--- src/rtl/axi_sim_pkg.sv ---
// axi_sim_pkg: shared types and response codes for the AXI simulation peripheral bridge.
// Revision: 1.0
`default_nettype none

package axi_sim_pkg;

    typedef enum logic [3:0] {
        ST_IDLE,
        ST_RADDR,
        ST_RREQ,
        ST_RWAIT,
        ST_RRESP,
        ST_WADDR,
        ST_WDATA,
        ST_WREQ,
        ST_BRESP
    } state_e;

    typedef enum logic [1:0] {
        BURST_FIXED = 2'b00,
        BURST_INCR  = 2'b01,
        BURST_WRAP  = 2'b10
    } burst_e;

    localparam logic [1:0] RESP_OKAY   = 2'b00;
    localparam logic [1:0] RESP_SLVERR = 2'b10;
    localparam logic [1:0] RESP_DECERR = 2'b11;

    // Response encodings are ordered so that the numerically larger code is the worse one.
    function automatic logic [1:0] resp_worst(input logic [1:0] a, input logic [1:0] b);
        return (a > b) ? a : b;
    endfunction

endpackage

`default_nettype wire

--- src/rtl/axi_sim_addr_dec.sv ---
// axi_sim_addr_dec: maps an address onto a one-hot window hit; lowest matching window wins.
// Revision: 1.0
`default_nettype none

module axi_sim_addr_dec #(
    parameter int                        ADDR_W   = 32,
    parameter int                        NUM_SLV  = 2,
    parameter logic [NUM_SLV*ADDR_W-1:0] SLV_BASE = {32'h9a101000, 32'h9a100000},
    parameter logic [NUM_SLV*ADDR_W-1:0] SLV_MASK = {2{32'hffffff00}}
) (
    input  logic [ADDR_W-1:0]  addr,
    output logic [NUM_SLV-1:0] hit,
    output logic               unmapped
);

    always_comb begin
        hit      = '0;
        unmapped = 1'b1;
        for (int i = 0; i < NUM_SLV; i++) begin
            if (unmapped &&
                ((addr & SLV_MASK[i*ADDR_W +: ADDR_W]) == SLV_BASE[i*ADDR_W +: ADDR_W])) begin
                hit[i]   = 1'b1;
                unmapped = 1'b0;
            end
        end
    end

endmodule

`default_nettype wire

--- src/rtl/axi_sim_periph_bridge.sv ---
// axi_sim_periph_bridge: AXI4 slave to req/gnt/rvalid peripheral bus, one beat in flight.
// Revision: 1.0
`default_nettype none

module axi_sim_periph_bridge
    import axi_sim_pkg::*;
#(
    parameter int                        ADDR_W   = 32,
    parameter int                        DATA_W   = 32,
    parameter int                        NUM_SLV  = 2,
    parameter logic [NUM_SLV*ADDR_W-1:0] SLV_BASE = {32'h9a101000, 32'h9a100000},
    parameter logic [NUM_SLV*ADDR_W-1:0] SLV_MASK = {2{32'hffffff00}},
    parameter int                        TIMEOUT  = 255
) (
    input  logic                      clk,
    input  logic                      reset,
    input  logic [ADDR_W-1:0]         s_awaddr,
    input  logic [7:0]                s_awlen,
    input  logic [1:0]                s_awburst,
    input  logic                      s_awvalid,
    output logic                      s_awready,
    input  logic [DATA_W-1:0]         s_wdata,
    input  logic [DATA_W/8-1:0]       s_wstrb,
    input  logic                      s_wlast,
    input  logic                      s_wvalid,
    output logic                      s_wready,
    output logic [1:0]                s_bresp,
    output logic                      s_bvalid,
    input  logic                      s_bready,
    input  logic [ADDR_W-1:0]         s_araddr,
    input  logic [7:0]                s_arlen,
    input  logic [1:0]                s_arburst,
    input  logic                      s_arvalid,
    output logic                      s_arready,
    output logic [DATA_W-1:0]         s_rdata,
    output logic [1:0]                s_rresp,
    output logic                      s_rlast,
    output logic                      s_rvalid,
    input  logic                      s_rready,
    output logic [NUM_SLV-1:0]        p_req,
    output logic [ADDR_W-1:0]         p_addr,
    output logic                      p_we,
    output logic [DATA_W/8-1:0]       p_be,
    output logic [DATA_W-1:0]         p_wdata,
    input  logic [NUM_SLV-1:0]        p_gnt,
    input  logic [NUM_SLV-1:0]        p_rvalid,
    input  logic [NUM_SLV*DATA_W-1:0] p_rdata
);

    localparam logic [ADDR_W-1:0] ADDR_STEP = ADDR_W'(DATA_W / 8);
    localparam logic [7:0]        TO_LAST   = 8'(TIMEOUT - 1);

    state_e              state, state_n;
    logic [ADDR_W-1:0]   addr, addr_n, next_addr;
    logic [7:0]          len, len_n, beat, beat_n, tcnt, tcnt_n;
    logic [1:0]          burst, burst_n, rresp_q, rresp_n, resp_acc, resp_acc_n, w_acc;
    logic                prio_write, prio_n, last_beat, burst_bad, wbeat_done;
    logic [DATA_W-1:0]   rdata_q, rdata_n, wdata_q, wdata_n, sel_rdata;
    logic [DATA_W/8-1:0] wstrb_q, wstrb_n;
    logic [NUM_SLV-1:0]  hit;
    logic                unmapped, sel_gnt, sel_rvalid;

    // Decoding the live beat address re-decodes every beat, so INCR bursts may cross windows.
    axi_sim_addr_dec #(
        .ADDR_W   (ADDR_W),
        .NUM_SLV  (NUM_SLV),
        .SLV_BASE (SLV_BASE),
        .SLV_MASK (SLV_MASK)
    ) u_addr_dec (
        .addr     (addr),
        .hit      (hit),
        .unmapped (unmapped)
    );

    always_comb begin
        sel_rdata = '0;
        for (int i = 0; i < NUM_SLV; i++) begin
            if (hit[i]) sel_rdata = sel_rdata | p_rdata[i*DATA_W +: DATA_W];
        end
    end

    assign sel_gnt    = |(p_gnt & hit);
    assign sel_rvalid = |(p_rvalid & hit);
    assign last_beat  = (beat == len);
    assign burst_bad  = (burst != BURST_FIXED) && (burst != BURST_INCR);
    assign next_addr  = (burst == BURST_FIXED) ? addr : addr + ADDR_STEP;

    assign s_rdata = rdata_q;
    assign s_rresp = rresp_q;
    assign s_bresp = resp_acc;
    assign p_addr  = addr;
    assign p_be    = wstrb_q;
    assign p_wdata = wdata_q;

    always_ff @(posedge clk) begin
        if (!reset) begin
            state      <= ST_IDLE;
            addr       <= '0;
            len        <= '0;
            burst      <= '0;
            beat       <= '0;
            tcnt       <= '0;
            prio_write <= 1'b0;
            rdata_q    <= '0;
            rresp_q    <= RESP_OKAY;
            resp_acc   <= RESP_OKAY;
            wdata_q    <= '0;
            wstrb_q    <= '0;
        end else begin
            state      <= state_n;
            addr       <= addr_n;
            len        <= len_n;
            burst      <= burst_n;
            beat       <= beat_n;
            tcnt       <= tcnt_n;
            prio_write <= prio_n;
            rdata_q    <= rdata_n;
            rresp_q    <= rresp_n;
            resp_acc   <= resp_acc_n;
            wdata_q    <= wdata_n;
            wstrb_q    <= wstrb_n;
        end
    end

    always_comb begin
        state_n    = state;
        addr_n     = addr;
        len_n      = len;
        burst_n    = burst;
        beat_n     = beat;
        tcnt_n     = tcnt;
        prio_n     = prio_write;
        rdata_n    = rdata_q;
        rresp_n    = rresp_q;
        resp_acc_n = resp_acc;
        wdata_n    = wdata_q;
        wstrb_n    = wstrb_q;
        s_arready  = 1'b0;
        s_awready  = 1'b0;
        s_wready   = 1'b0;
        s_bvalid   = 1'b0;
        s_rvalid   = 1'b0;
        s_rlast    = 1'b0;
        p_req      = '0;
        p_we       = 1'b0;
        wbeat_done = 1'b0;
        w_acc      = resp_acc;
        case (state)
            ST_IDLE: begin
                if (s_arvalid && s_awvalid) begin
                    prio_n  = ~prio_write;
                    state_n = prio_write ? ST_WADDR : ST_RADDR;
                end else if (s_arvalid) begin
                    state_n = ST_RADDR;
                end else if (s_awvalid) begin
                    state_n = ST_WADDR;
                end
            end
            ST_RADDR: begin
                s_arready = 1'b1;
                addr_n    = s_araddr;
                len_n     = s_arlen;
                burst_n   = s_arburst;
                beat_n    = '0;
                tcnt_n    = '0;
                state_n   = ST_RREQ;
            end
            ST_RREQ: begin
                if (burst_bad || unmapped) begin
                    rdata_n = '0;
                    rresp_n = burst_bad ? RESP_SLVERR : RESP_DECERR;
                    state_n = ST_RRESP;
                end else begin
                    p_req = hit;
                    if (sel_gnt) begin
                        tcnt_n = '0;
                        if (sel_rvalid) begin
                            rdata_n = sel_rdata;
                            rresp_n = RESP_OKAY;
                            state_n = ST_RRESP;
                        end else begin
                            state_n = ST_RWAIT;
                        end
                    end else if (tcnt == TO_LAST) begin
                        rdata_n = '0;
                        rresp_n = RESP_SLVERR;
                        state_n = ST_RRESP;
                    end else begin
                        tcnt_n = tcnt + 8'd1;
                    end
                end
            end
            ST_RWAIT: begin
                if (sel_rvalid) begin
                    rdata_n = sel_rdata;
                    rresp_n = RESP_OKAY;
                    state_n = ST_RRESP;
                end else if (tcnt == TO_LAST) begin
                    rdata_n = '0;
                    rresp_n = RESP_SLVERR;
                    state_n = ST_RRESP;
                end else begin
                    tcnt_n = tcnt + 8'd1;
                end
            end
            ST_RRESP: begin
                s_rvalid = 1'b1;
                s_rlast  = last_beat;
                if (s_rready) begin
                    if (last_beat) begin
                        state_n = ST_IDLE;
                    end else begin
                        beat_n  = beat + 8'd1;
                        addr_n  = next_addr;
                        tcnt_n  = '0;
                        state_n = ST_RREQ;
                    end
                end
            end
            ST_WADDR: begin
                s_awready  = 1'b1;
                addr_n     = s_awaddr;
                len_n      = s_awlen;
                burst_n    = s_awburst;
                beat_n     = '0;
                resp_acc_n = RESP_OKAY;
                state_n    = ST_WDATA;
            end
            ST_WDATA: begin
                s_wready = 1'b1;
                if (s_wvalid) begin
                    wdata_n = s_wdata;
                    wstrb_n = s_wstrb;
                    tcnt_n  = '0;
                    if (s_wlast != last_beat) w_acc = resp_worst(resp_acc, RESP_SLVERR);
                    resp_acc_n = w_acc;
                    if (burst_bad) begin
                        resp_acc_n = resp_worst(w_acc, RESP_SLVERR);
                        wbeat_done = 1'b1;
                    end else if (unmapped) begin
                        resp_acc_n = resp_worst(w_acc, RESP_DECERR);
                        wbeat_done = 1'b1;
                    end else if (s_wstrb == '0) begin
                        wbeat_done = 1'b1;
                    end else begin
                        state_n = ST_WREQ;
                    end
                end
            end
            ST_WREQ: begin
                p_req = hit;
                p_we  = 1'b1;
                if (sel_gnt) begin
                    wbeat_done = 1'b1;
                end else if (tcnt == TO_LAST) begin
                    resp_acc_n = resp_worst(resp_acc, RESP_SLVERR);
                    wbeat_done = 1'b1;
                end else begin
                    tcnt_n = tcnt + 8'd1;
                end
            end
            ST_BRESP: begin
                s_bvalid = 1'b1;
                if (s_bready) state_n = ST_IDLE;
            end
            default: state_n = ST_IDLE;
        endcase
        if (wbeat_done) begin
            if (last_beat) begin
                state_n = ST_BRESP;
            end else begin
                beat_n  = beat + 8'd1;
                addr_n  = next_addr;
                state_n = ST_WDATA;
            end
        end
    end

endmodule

`default_nettype wire

--- config.mk ---
export PLATFORM = sky130hd
export DESIGN_NAME = axi_sim_periph_bridge
export DESIGN_NICKNAME = d
export VERILOG_FILES = /design/src/rtl/axi_sim_pkg.sv /design/src/rtl/axi_sim_addr_dec.sv /design/src/rtl/axi_sim_periph_bridge.sv
export SDC_FILE = /design/constraint.sdc
export NUM_CORES = 1
export LEC_CHECK = 0
export CORE_ASPECT_RATIO = 2
export CORE_MARGIN = 4
export CORE_UTILIZATION = 45
export CTS_CLUSTER_DIAMETER = 30
export DETAILED_ROUTE_END_ITERATION = 16
export HOLD_SLACK_MARGIN = 0.15
export PLACE_DENSITY_LB_ADDON = 0.3
export SYNTH_ARGS = -nofsm -noshare
export SYNTH_HDL_FRONTEND = slang
export SYNTH_HIERARCHICAL = 1
export SYNTH_SLANG_ARGS = --single-unit
--- constraint.sdc ---
create_clock -name clk -period 7.5 [get_ports clk]
set_clock_uncertainty 0.05 [all_clocks]
set_input_delay 1.5 -clock clk [delete_from_list [all_inputs] [get_ports clk]]
set_output_delay 1.5 -clock clk [all_outputs]
set_load 0.02 [all_outputs]
==> GITHUB_STEP_SUMMARY, run 1 <==
### Flow metrics

| Metric | Value |
|---|---|
| Status | `complete, no violations` |
| CTS Buffer Depth | `2` |
| Syn_nets | `1138` |
| Stage-log warning count | `27` |
| Final Cycle Share | `0.6464` |
| Global-route wire length before repair | `42920 um` |
| Synth Seq Share | `0.3710` |
| Post-Syn Area per Cell | `7.766 um2` |
| Commonest cells after routing, fill and taps aside | `clkdlybuf4s50_1 (308), nand2_1 (135), dfxtp_1 (135)` |
| Pint | `1.798 mW` |
| Rows | `65` |
| Netlist cell types | `69` |
| I/O pin count | `309` |
| CP max FO | `9` |
| Vias in the first global route | `8185` |
| Aoi share | `0.2961` |
| Synth async-reset ratio | `0` |
| Worst EP arrival | `3.30 ns` |
| Comb power | `1.11 mW` |
| Adder-cell share of the synthesized area | `0.006870` |
| Worst rel slew slack | `0.3594` |
| Drt initial violations | `451` |
| Mux area share | `0.01821` |
| Unrepaired setup endpoints after global routing | `no` |
| Clk root buf | `clkbuf_16` |
| CTS tree | `done` |
| Biggest consumer | `combinational logic` |
| Mapped Area | `7284 um2` |
| Yosys cell count | `938` |
| Final Hold Slack | `0.4046 ns` |
| P_seq | `0.967 mW` |
| Die Wd | `97.97 um` |
| Worst-margin pin slew | `0.9609 ns` |
| Area delta synth->final | `52.18%` |
| EDFF count, synth | `0` |
| Cells after Synth | `938` |
==> run 1: routing by layer <==
layer	track usage	vias up	routed length (um)	share of wire
li1	-	3973	-	-
met1	0.2819	3803	9437	0.34
met2	0.5515	393	15100	0.54
met3	0.07893	84	2130	0.076
met4	0.1520	0	1204	0.043
met5	0	-	0	0
==> run 1: metrics by stage <==
| step | power [mW] | cells | util |
|---|---|---|---|
| 6_report | 2.911 | 1434 | 0.6990 |
| 5_1_grt | 3.054 | 1434 | 0.6990 |
| 4_1_cts | 2.916 | 1430 | 0.6984 |
| 3_5_place_dp | 2.082 | 1398 | 0.6619 |
| 3_3_place_gp | 2.064 | 1398 | 0.6619 |
| 2_1_floorplan | 1.618 | 938 | - |
==> run 1: path summary, 6_finish.rpt <==
| kind | start | endpoint | slack, ns | depth (start not counted) |
|---|---|---|---|---|
| setup / recovery | p_addr[17]$_SDFF_PN0_ | p_req[1] | 2.65 | 8 |
| hold / removal | p_wdata[2]$_SDFFE_PN0P_ | p_wdata[2]$_SDFFE_PN0P_ | 0.40 | 2 |
| setup reg to reg | p_addr[17]$_SDFF_PN0_ | p_addr[24]$_SDFF_PN0_ | 3.51 | 9 |
| hold reg to reg | p_wdata[2]$_SDFFE_PN0P_ | p_wdata[2]$_SDFFE_PN0P_ | 0.40 | 2 |
==> run 1: tightest hold or removal path, stage by stage (launching register included) <==
cell,delay (ns)
dfxtp_1,0.31
nand2_1,0.05
a21oi_1,0.05
==> run 1: layout make-up <==
class                      instances  area (um2)  area share
multi-input combinational        690        4151      0.3745
timing repair buffer             326        3218      0.2903
sequential                       135        2703      0.2438
clock buffer                      17       425.4     0.03837
tap                              201       251.5     0.02269
inverter                          46       172.7     0.01558
clock inverter                    15       153.9     0.01388
antenna                            4       10.01   0.0009029
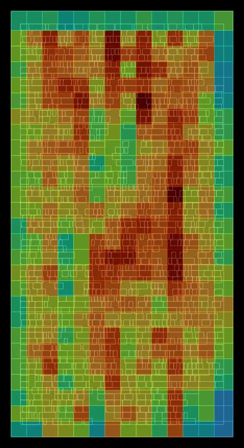
Fig. 1. Congestion heat map (run 1).
post-layout util: 0.6990
GR Layer Usage met1: 0.2819
WL/cell: 19.44 um
met3 Use GR: 0.07893
Total Routing Usage GR: 0.2923

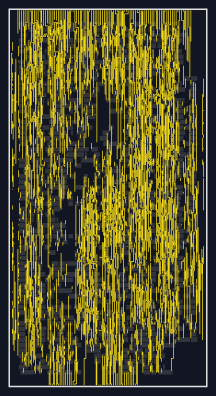
Fig. 2. Met2 routing (run 1).
(2 px per um) Cells faint in the background.
main direction	vertical
wire length on this layer	15100 um
nets with wire on the layer	1176
share of all routed wire	54%
Total Wirelength: 27870 um
grt met2 use: 0.5515
via count: 8253

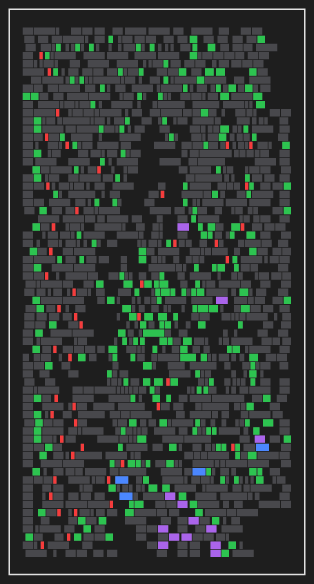
Fig. 3. Selected gate families (run 1).
(3 px per um)
color	family	cells	most used
red	inverters	46	inv_1
green	inverting AOI/OAI gates	233	a21oi_1
blue	adder and majority cells	4	ha_1
purple	multiplexers	13	mux2i_1
most numerous logic cell after layout: clkdlybuf4s50_1
Finished Layout Cells: 1434
logic share of the area: 0.3745

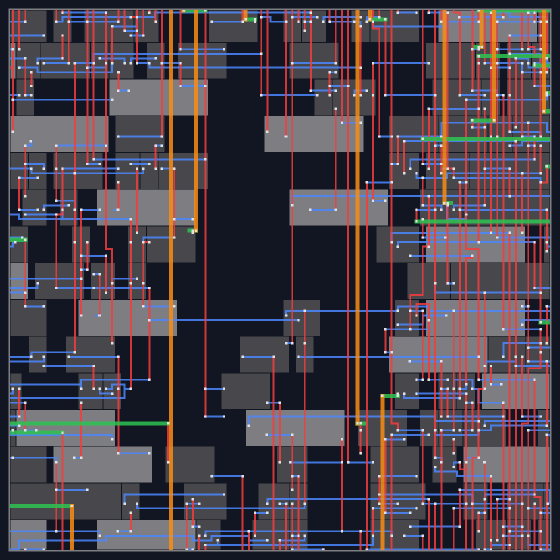
Fig. 4. A small window of the routed layout (run 1).
Window x 29 to 69, y 112 to 152 um. Cells in gray, sequential cells in the stronger gray; small squares are vias.
color	layer
red	met2
green	met3
blue	met1
orange	met4
netlist names of flops here include	`p_wdata` (8), `p_addr` (6)
sequential cells in the window	16
most frequent	clkdlybuf4s50_1 (24), nand2_1 (19), dfxtp_1 (16)
cells with their middle in the window	108

Fig. 5: run 1, sequential cells grouped by signal name
(3 px per um)
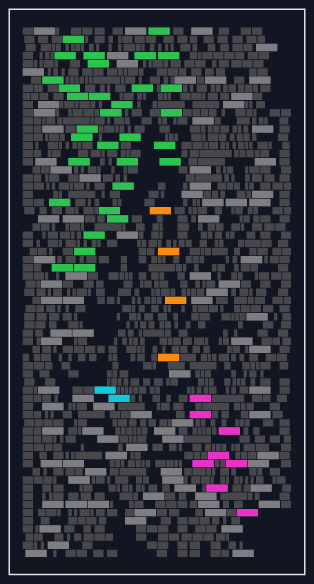

==> run 2: changes to the inputs <==
- CORE_UTILIZATION: 45 -> 43
- clock period: 7.5 -> 4.8 ns (I/O delays scaled with it)
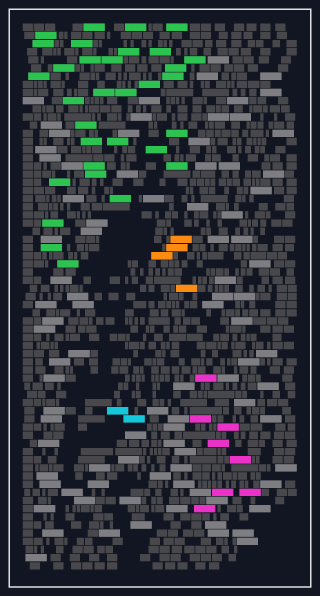
Fig. 6. Sequential cells grouped by signal name (run 2).
(3 px per um)
color	signal	placed flops
orange	`state`	4
cyan	`s_rresp`	2
magenta	`beat`	8
green	`p_wdata`	32
not colored	89
post-layout util: 0.6693
Seq/total area: 0.2420
Seq. cell area: 2703 um2

==> GITHUB_STEP_SUMMARY, run 2 <==
### Flow metrics

| Metric | Value |
|---|---|
| Met3 wire len | `1992 um` |
| Cells after Synth | `938` |
| Status | `complete, no violations` |
| Area delta synth->final | `53.28%` |
| DR top layer | `met4` |
| Synth Seq Share | `0.3710` |
| Via count | `8352` |
| Grt met2 use | `0.5255` |
| Pint | `2.900 mW` |
| Global-route wire length before repair | `41810 um` |
| Vias in the first global route | `8127` |
| CTS Buffer Depth | `2` |
| Mux area share | `0.01821` |
| Total Wirelength | `27610 um` |
| CTS tree | `done` |
| Worst EP arrival | `3.14 ns` |
| Drt initial violations | `477` |
| Stage-log warning count | `27` |
| Adder-cell share of the synthesized area | `0.006870` |
| Final Cycle Share | `0.8643` |
| Netlist cell types | `69` |
| Commonest cells after routing, fill and taps aside | `clkdlybuf4s50_1 (308), nand2_1 (135), dfxtp_1 (135)` |
| Hold path depth | `2` |
| Yosys cell count | `938` |
| CP max FO | `9` |
| Unrepaired setup endpoints after global routing | `no` |
| Synth async-reset ratio | `0` |
| R2R Setup Slk | `1.32 ns` |
| Finished Layout Cells | `1443` |
| Hold EP | `p_wdata[6]$_SDFFE_PN0P_` |
| Mapped Area | `7284 um2` |
| Met2 wire length | `15040 um` |
| EDFF count, synth | `0` |
| Most numerous logic cell after layout | `clkdlybuf4s50_1` |
| I/O pin count | `309` |
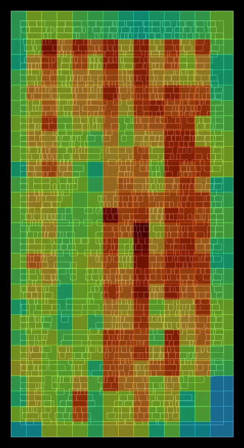
Fig. 7. Congestion heat map (run 2).
met3 Use GR: 0.06870
WL/cell: 19.13 um
global routing's busiest layer: met2
GR Layer Usage met1: 0.2742

[run 2: power by group through the flow]
stage | Clock (mW) | Combinational, mW | Sequential, mW
3_3_place_gp | 0 | 1.72 | 1.54
6_report | 1.36 | 1.74 | 1.54
3_5_place_dp | 0 | 1.73 | 1.55
5_1_grt | 1.42 | 1.88 | 1.56
4_1_cts | 1.37 | 1.74 | 1.53
2_1_floorplan | 0 | 0.947 | 1.58
[run 2: metrics by stage]
| stage | power, mW | cell area (um2) | utilization |
|---|---|---|---|
| after floorplan | 2.528 | 7284 | - |
| after global placement | 3.260 | 10560 | 0.6328 |
| after detailed placement | 3.283 | 10560 | 0.6328 |
| after CTS | 4.646 | 11170 | 0.6693 |
| after global routing | 4.857 | 11170 | 0.6693 |
| final | 4.636 | 11170 | 0.6693 |
[run 2: worst max-delay path by stage]
stage,start,end,cells past startpoint
global route,p_addr[17]$_SDFF_PN0_,p_req[1],9
CTS,p_addr[17]$_SDFF_PN0_,p_req[0],9
floorplan,p_addr[27]$_SDFF_PN0_,p_req[0],7
global placement,s_wstrb[0],p_addr[24]$_SDFF_PN0_,7
finish,p_addr[17]$_SDFF_PN0_,p_req[0],9
detailed placement,s_wstrb[0],p_addr[24]$_SDFF_PN0_,7
[run 2: final cells by class]
class / instances / area (um2) / share of cell area
multi-input combinational: 690 / 4151 / 0.3718
timing repair buffer: 333 / 3271 / 0.2929
sequential: 135 / 2703 / 0.2420
clock buffer: 21 / 460.4 / 0.04124
tap: 207 / 259.0 / 0.02320
inverter: 46 / 172.7 / 0.01546
clock inverter: 11 / 148.9 / 0.01333
[run 2: kinds of logic (layout without fill, tap and decap cells)]
logic type      count (synthesis)  count (layout)
mux                            13              13
buf+inv                       113             411
compound gates                306             306
simple gates                  351             351
fa+ha+maj                       4               4
xor+xnor                       16              16
flops                         135             135
Fig. 8: run 2, a small window of the routed layout
Window x 30 to 70, y 114 to 154 um. Cells in gray, sequential cells in the stronger gray; small squares are vias.
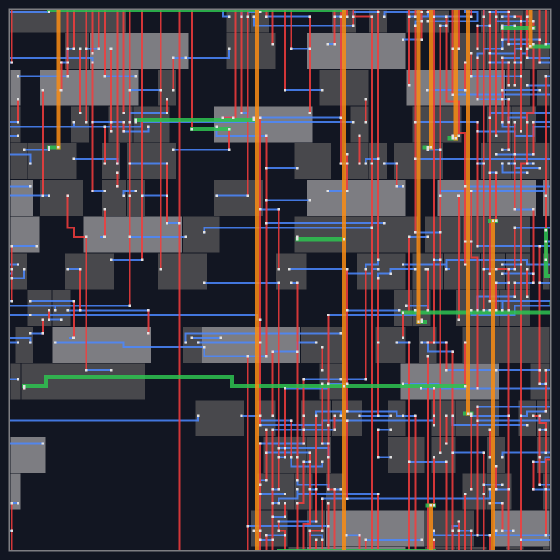

==> run 3: changes to the inputs <==
- CORE_UTILIZATION: 43 -> 44
- CTS_BUF_LIST: unset -> sky130_fd_sc_hd__clkbuf_4 sky130_fd_sc_hd__clkbuf_8
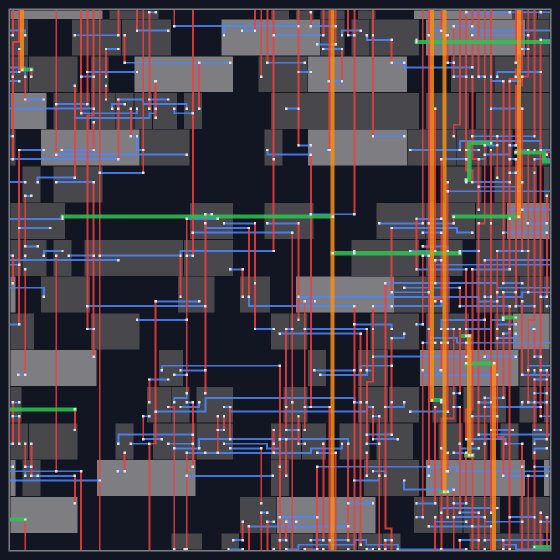
Fig. 9. A small window of the routed layout (run 3).
Window x 29 to 69, y 113 to 153 um. Cells in gray, sequential cells in the stronger gray; small squares are vias.
color	layer
green	met3
blue	met1
red	met2
orange	met4
most frequent	nand2_1 (16), clkdlybuf4s50_1 (16), dfxtp_1 (13)
cells with their middle in the window	107
sequential cells in the window	13
netlist names of flops here include	`p_wdata` (7), `p_addr` (3), `state` (2)

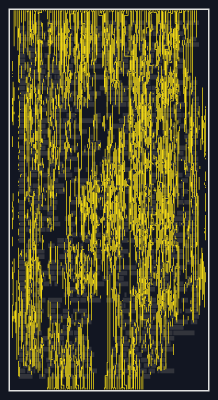
Fig. 10. Met2 routing (run 3).
(2 px per um) Cells faint in the background.
main direction	vertical
wire length on this layer	14600 um
longest straight run	83.3 um
nets with wire on the layer	1193
share of all routed wire	54%
grt met2 use: 0.5189
via count: 8161
Total Wirelength: 26930 um

==> GITHUB_STEP_SUMMARY, run 3 <==
### Flow metrics

| Metric | Value |
|---|---|
| Status | `complete, no violations` |
| Syn_nets | `1138` |
| EDFF count, synth | `0` |
| CTS Buffer Depth | `2` |
| Cells after Synth | `938` |
| CP max FO | `9` |
| Worst rel slew slack | `0.3492` |
| Worst hold start | `p_wdata[20]$_SDFFE_PN0P_` |
| Worst path bufs/invs | `1` |
| Tot Pwr | `4.379 mW` |
| GR Layer Usage met1 | `0.2748` |
| Total Routing Usage GR | `0.2750` |
| Vias in the first global route | `8008` |
| Global-route wire length before repair | `41100 um` |
| Drt initial violations | `599` |
| Stage-log warning count | `27` |
| Unrepaired setup endpoints after global routing | `no` |
| Rows | `66` |
| Logic area | `4151 um2` |
| Global routing's busiest layer | `met2` |
| I/O pin count | `309` |
| WL/cell | `18.76 um` |
| Synth Seq Share | `0.3710` |
| Die Wd | `98.98 um` |
| DR top layer | `met4` |
| Yosys cell count | `938` |
| Synth async-reset ratio | `0` |
| Final Cycle Share | `0.9094` |
| Most numerous logic cell after layout | `clkdlybuf4s50_1` |
| Post-Syn Area per Cell | `7.766 um2` |
| Netlist cell types | `69` |
| Wl on met1 | `9226 um` |
| Seq. cell area | `2703 um2` |
| Reg-to-reg startpoint | `p_addr[17]$_SDFF_PN0_` |
| Mapped Area | `7284 um2` |
| Met2 wire length | `14620 um` |
| Worst EP arrival | `3.36 ns` |
| Final Hold Slack | `0.4060 ns` |
| Area delta synth->final | `50.98%` |
-- run 3: through the flow --
step / setup WS (ns) / instances / cell area (um2)
global placement: 0.9183 / 1404 / 10540
detailed placement: 0.8748 / 1404 / 10540
CTS: 0.4941 / 1436 / 11000
floorplan: 1.888 / 938 / 7284
finish: 0.4349 / 1436 / 11000
global route: 0.2634 / 1436 / 11000
-- run 3: cell families (layout without fill, tap and decap cells) --
family / after synthesis / count (layout) / synth area share
AND-OR/OR-AND: 306 / 306 / 0.2961
AND/OR/NAND/NOR: 351 / 351 / 0.2266
flip-flops: 135 / 135 / 0.3710
adder cells (fa/ha/maj): 4 / 4 / 0.006871
multiplexers: 13 / 13 / 0.01821
buffers and inverters: 113 / 407 / 0.06201
XOR/XNOR: 16 / 16 / 0.01924
-- run 3: area by class of cell --
| cell class | count | area share |
|---|---|---|
| repair buffers | 329 | 0.2958 |
| flip-flops and latches | 135 | 0.2457 |
| well taps | 204 | 0.02321 |
| clock buffers | 18 | 0.02196 |
| inverters | 46 | 0.01570 |
| multi-input cells | 690 | 0.3775 |
| clock inverters | 14 | 0.02014 |
-- run 3: where the power goes --
| group | leakage (nW) | total, mW | internal [mW] | switching, mW |
|---|---|---|---|---|
| combinational | 2.34 | 1.75 | 0.782 | 0.973 |
| clock | 0.224 | 1.11 | 0.629 | 0.476 |
| sequential | 1.09 | 1.52 | 1.28 | 0.240 |
| total | 3.66 | 4.38 | 2.69 | 1.69 |
-- run 3: final timing paths --
kind                         endpoint  slack (ns)  cells past startpoint
max reg2reg     p_addr[24]$_SDFF_PN0_        1.12                      9
min          p_wdata[20]$_SDFFE_PN0P_        0.41                      2
min reg2reg  p_wdata[20]$_SDFFE_PN0P_        0.41                      2
max                          p_req[1]        0.43                      8
No activity file was given, so power comes from the tool's default toggle rates.
